Run 1, cell sizes after repair:
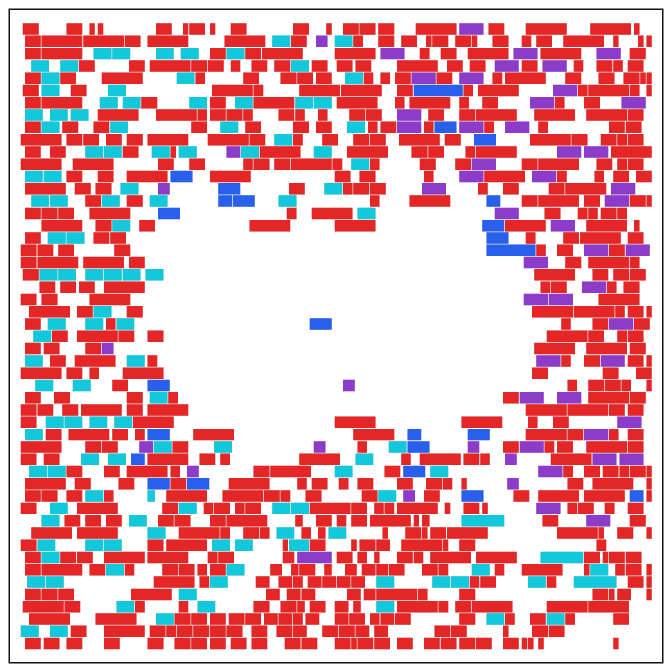
Run 1, met1 routing:
Supply wires on this layer in gray. Cells faint in the background.
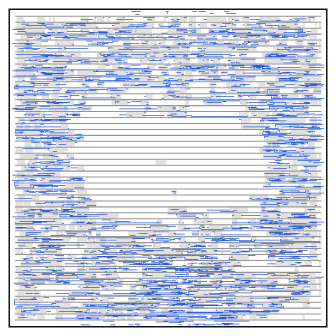
Run 1, placed cells, one color a class:
The bar under the picture is 50 um long.
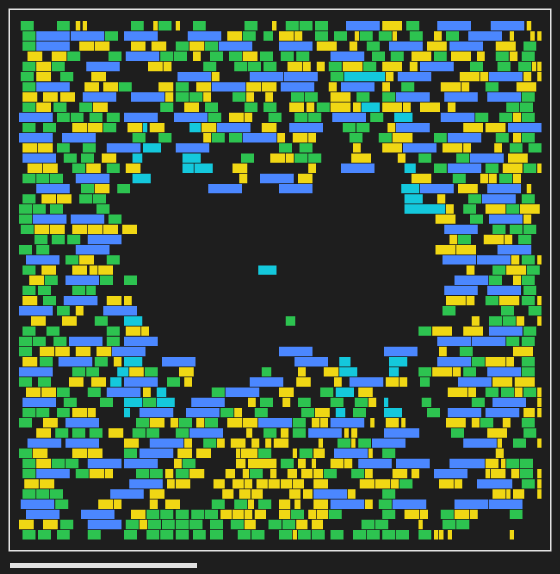
Run 1, clock routing:
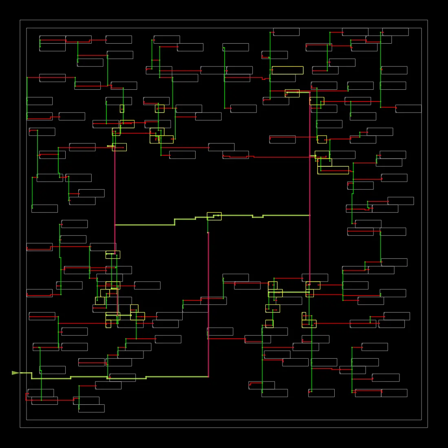
==> config.mk <==
export PLATFORM = sky130hd
export DESIGN_NAME = rv32_decode_issue_stage
export DESIGN_NICKNAME = d
export VERILOG_FILES = /design/src/rtl/rv32_decode_issue_stage.sv
export SDC_FILE = /design/constraint.sdc
export NUM_CORES = 1
export LEC_CHECK = 0
export CAP_MARGIN = 20
export CORE_MARGIN = 2
export CORE_UTILIZATION = 35
export CTS_BUF_LIST = sky130_fd_sc_hd__clkbuf_8
export CTS_CLUSTER_DIAMETER = 40
export CTS_CLUSTER_SIZE = 40
export DETAILED_ROUTE_END_ITERATION = 10
export PLACE_DENSITY = 0.73
export SYNTH_ARGS = -nofsm -noshare
export SYNTH_HDL_FRONTEND = slang
export SYNTH_SLANG_ARGS = --single-unit
export TNS_END_PERCENT = 1
==> constraint.sdc <==
create_clock -name clk -period 6.92 [get_ports clk]
set_input_delay 1.384 -clock clk [delete_from_list [all_inputs] [get_ports clk]]
set_output_delay 1.384 -clock clk [all_outputs]
set_load 0.005 [all_outputs]
==> job_summary.md, run 1 <==
### Flow metrics

| Metric | Value |
|---|---|
| Antenna violations before repair | 0 |
| Post-Syn Instances | 528 |
| Largest net degree at the start of global routing | 70 |
| IO Count | 357 |
| Post-synthesis cell area | 6890 um2 |
| Period utilisation layout | 0.737 |
| Routed length per instance | 16.5 um |
| CP peak stage delay | 560 ps |
| Cell depth of the worst flop-to-flop path | 4 |
| Non-filler cells, final | 1,114 |
| Remaining DRCs | 0 |
| Yosys chip area | 6890 um2 |
| Vias in the first global route | ~5.0k |
| Cell type taking the most area | flip-flops and latches |
| Die Width | 144 um |
| WP data required | 5540 ps |
| Run status | complete, no violations |
| CTS clock-pin slew for the worst setup and hold paths | 90 ps |
| First-pass GRT wire length | ~27 mm |
| Hold depth | 2 |
| Vias per Instance | 4.46 |
| Grt total ovfl | 0 |
| NonClk Buf Share | 0.311 |
| Synth area leader | dfrtp_1 |
| Max IR drop VDD | 100 uV |
| CTS tree | done |
Notes on 'cell sizes after repair' above:
[_2 cells] cyan | cells: 122 | most used: mux2_2
[_3 and _4 cells] purple | cells: 57 | most used: mux2_4
[_6 and larger] blue | cells: 24 | most used: clkbuf_8
[_0 and _1 cells] red | cells: 646 | most used: clkdlybuf4s50_1
setup ws final: 1820 ps
bufs w/o clock: 329
fin area: 10,500 um2

Notes on 'met1 routing' above:
longest straight run: 38.6 um
nets with wire on the layer: 864
share of all routed wire: 41%
main direction: horizontal
wire length on this layer: 7,530 um
Via Count: 4,969
met1 GRT Util: 0.208
aggregate routed wire length: 18.4 mm

Notes on 'placed cells, one color a class' above:
[sequential cells] blue | cells: 135
[remaining buffers and delay cells] green | cells: 329
[combinational and other logic] yellow | cells: 353
[clock drivers and dummy loads] cyan | cells: 32
core area: 19,400 um2
std cell rows: 51
fin util: 0.543
Seq area share: 0.321

Notes on 'clock routing' above:
skew final: 7.87 ps
clk latency late pin: 430 ps
clock sinks: 135
Clock buffer cells: 17

-- run 1: per-stage QoR --
| step | utilization | hold slack [ps] | instance area (um2) | power, W |
|---|---|---|---|---|
| 2_1_floorplan | - | 516 | 7010 | 0.00109 |
| 3_3_place_gp | 0.523 | 520 | 10200 | 0.00135 |
| 3_5_place_dp | 0.523 | 526 | 10200 | 0.00135 |
| 4_1_cts | 0.543 | 540 | 10500 | 0.00202 |
| 5_1_grt | 0.543 | 580 | 10500 | 0.00210 |
| 6_report | 0.543 | 537 | 10500 | 0.00199 |
-- run 1: power by group --
part           switching (W)  internal [W]  leakage, nW  total (W)
sequential         0.0000307      0.000852         1.75   0.000882
clock               0.000335      0.000322        0.192   0.000658
combinational       0.000146      0.000305         2.73   0.000451
total               0.000511       0.00148         4.66    0.00199
-- run 1: Yosys cell counts, drive strengths merged (2+ instances only) --
cell type    n
dfrtp      132
dfstp        3
nor2b       97
nand2b       2
or4          2
nand2        4
xnor2        4
xor2        16
buf         56
mux2i        5
nor2         5
clkbuf      15
nand3        4
nor3b        2
inv          5
o21ai        2
nor4         4
mux2       161
-- run 1: logic make-up after synthesis --
| family | share of synthesized area |
|---|---|
| XOR/XNOR | 0.0254 |
| AND-OR/OR-AND | 0.00599 |
| multiplexers | 0.294 |
| flip-flops | 0.491 |
| buffers and inverters | 0.0717 |
| other | 0.000544 |
| AND/OR/NAND/NOR | 0.111 |
-- run 1: layer usage --
| metal | wire (um) | track usage | part of all wire |
|---|---|---|---|
| met1 | 7530 | 0.208 | 0.41 |
| met4 | 204 | 0.0480 | 0.011 |
| met2 | 8740 | 0.277 | 0.47 |
| met3 | 1950 | 0.0785 | 0.11 |
| met5 | 0 | 0 | 0 |
Run 1, routed clock nets over the placement:
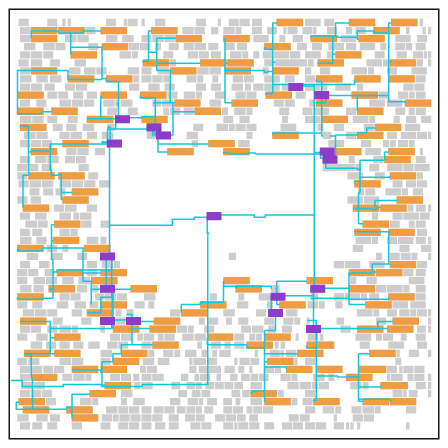

==> run 2: changes to the inputs <==
==> constraint.sdc (replaced) <==
create_clock -name clk -period 5.1 [get_ports clk]
set_input_delay 1.02 -clock clk [delete_from_list [all_inputs] [get_ports clk]]
set_output_delay 1.02 -clock clk [all_outputs]
set_load 0.005 [all_outputs]
Run 2, routed clock nets over the placement:
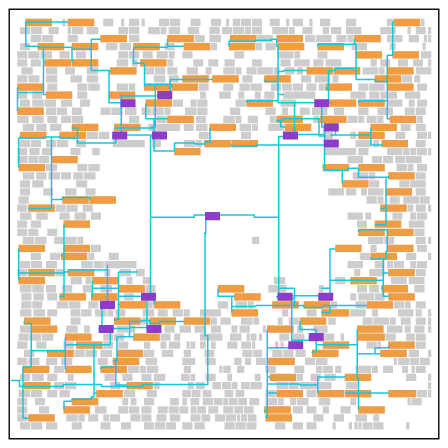
[clock drivers] purple | count: 17
[clock wires] cyan | length: 1,810 um
[flip-flops] orange | count: 135
routed clock nets: 18
flops lie: all over the die
clock share of power: 0.368
P_clk: 0.00105 W
skew final: 8.18 ps

Run 2, cell sizes after repair:
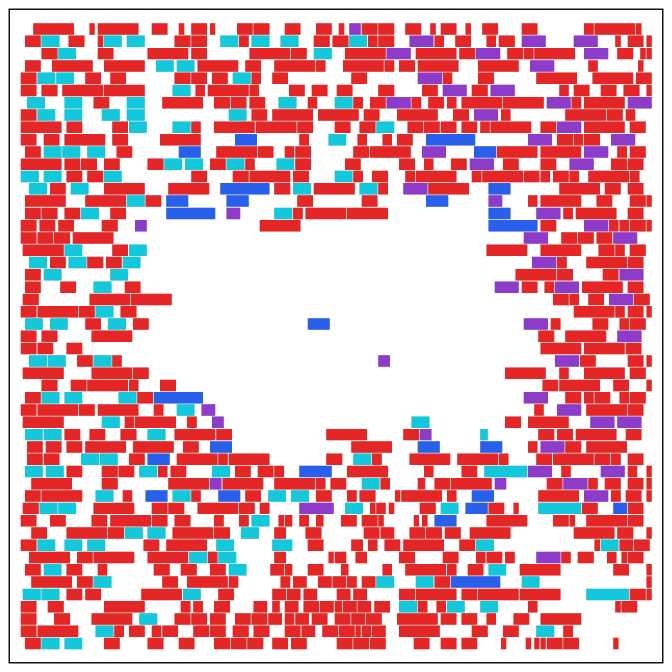
[_2 cells] cyan | cells: 122 | most used: mux2_2
[_3 and _4 cells] purple | cells: 55 | most used: mux2_4
[_6 and larger] blue | cells: 26 | most used: clkbuf_8
[_0 and _1 cells] red | cells: 644 | most used: clkdlybuf4s50_1
fin area: 10,600 um2
area delta synth->final: 54.4%

==> run 2 against run 1 <==
  * Die area unchanged
  * Non-clock buffer count unchanged
  * Highest routed layer unchanged
  * Clock skew about the same
  * Largest power group unchanged
  * Synthesized cell count unchanged
  * Count of clock-buffer cells in the layout up 1
  * Power up 44%
  * Largest cell class unchanged
  * Combinational power up 37%
  * Sequential power up 36%
  * Global-route usage up 0.12 points
  * Worst hold slack worse by 4.4 ps
  * Register-to-register slack worse by 1500 ps
==> job_summary.md, run 2 <==
### Flow metrics

| Metric | Value |
|---|---|
| Grt total ovfl | 0 (unchanged) |
| Yosys chip area | 6890 um2 (unchanged) |
| Synth top cell by count | dfrtp_1 |
| Routed length per instance | 16.4 um (-0.73%) |
| Post-synthesis cell area | 6890 um2 (unchanged) |
| Aggregate routed wire length | 18.3 mm (-0.91%) |
| First-pass GRT wire length | 27.6 mm (+0.91%) |
| Period utilisation layout | 0.852 |
| Remaining DRCs | 0 (unchanged) |
| Die Width | 144 um (unchanged) |
| CP peak stage delay | 550 ps (about the same) |
| CTS tree | done |
| Vias per Instance | 4.41 (-1.1%) |
| Chip area | 20,800 um2 |
| Core area | 19,400 um2 (unchanged) |
| Largest net degree at the start of global routing | 136 (+94%) |
| Clock sinks | 135 (unchanged) |
| WP data required | 4080 ps (-1460 ps) |
| Max IR drop VDD | 173 uV (+72%) |
| Cell depth of the worst flop-to-flop path | 4 (unchanged) |
| Commonest cells in the netlist | 132 x dfrtp_1, 117 x mux2_2, 97 x nor2b_1, 44 x mux2_4, 43 x buf_4 |
| IO Count | 357 (unchanged) |
| Clk latency late pin | 430 ps (about the same) |
| Non-filler cells, final | 1,112 (-0.18%) |
| CTS clock-pin slew for the worst setup and hold paths | 70 ps (-20 ps) |
| Run status | complete, no violations |
| Std cell rows | 51 (unchanged) |
run 2: cell counts after synthesis:
Identical to the previous run, type by type.
run 2: power by group:
group	internal [W]	switching, W
clock	0.000641	0.000414
combinational	0.000417	0.000199
sequential	0.00116	0.0000417
total	0.00221	0.000655
run 2: per-stage QoR:
stage / hold WS [ps] / cell area, um2 / total power [W] / setup WS, ps / util
final: 532 / 10600 / 0.00287 / 754 / 0.549
after floorplan: 516 / 7010 / 0.00148 / 474 / -
after CTS: 540 / 10600 / 0.00292 / 749 / 0.549
after global placement: 518 / 10200 / 0.00183 / 764 / 0.524
after detailed placement: 528 / 10200 / 0.00184 / 751 / 0.524
after global routing: 571 / 10600 / 0.00301 / 629 / 0.549
run 2: logic make-up after synthesis:
kind of cell | share of synthesized area
and+or+nand+nor | 0.111
buffers and inverters | 0.0717
other | 0.000544
AOI/OAI and AO/OA | 0.00599
DFF | 0.491
muxes | 0.294
xor gates and xnor gates | 0.0254
run 2: per-layer routing:
layer	global-route usage	part of all wire	up-vias
met5	0	0	-
li1	-	-	2322
met4	0.0531	0.011	0
met3	0.0762	0.10	12
met2	0.274	0.47	219
met1	0.213	0.42	2353
run 2: area by class of cell:
class,count,share of cell area
Tap cell,265,0.0312
Clock inverter,12,0.0213
Multi-Input combinational cell,348,0.295
Inverter,5,0.00223
Timing Repair Buffer,329,0.309
Clock buffer,18,0.0233
Sequential cell,135,0.318
run 2: worst max-delay path, delay by kind of cell:
| kind | cells | cell delay [ps] |
|---|---|---|
| AOI/OAI and AO/OA | 2 | 440 |
| and+or+nand+nor | 3 | 830 |
| buffers and inverters | 2 | 1050 |
Power is estimated from default activity; no workload was simulated.
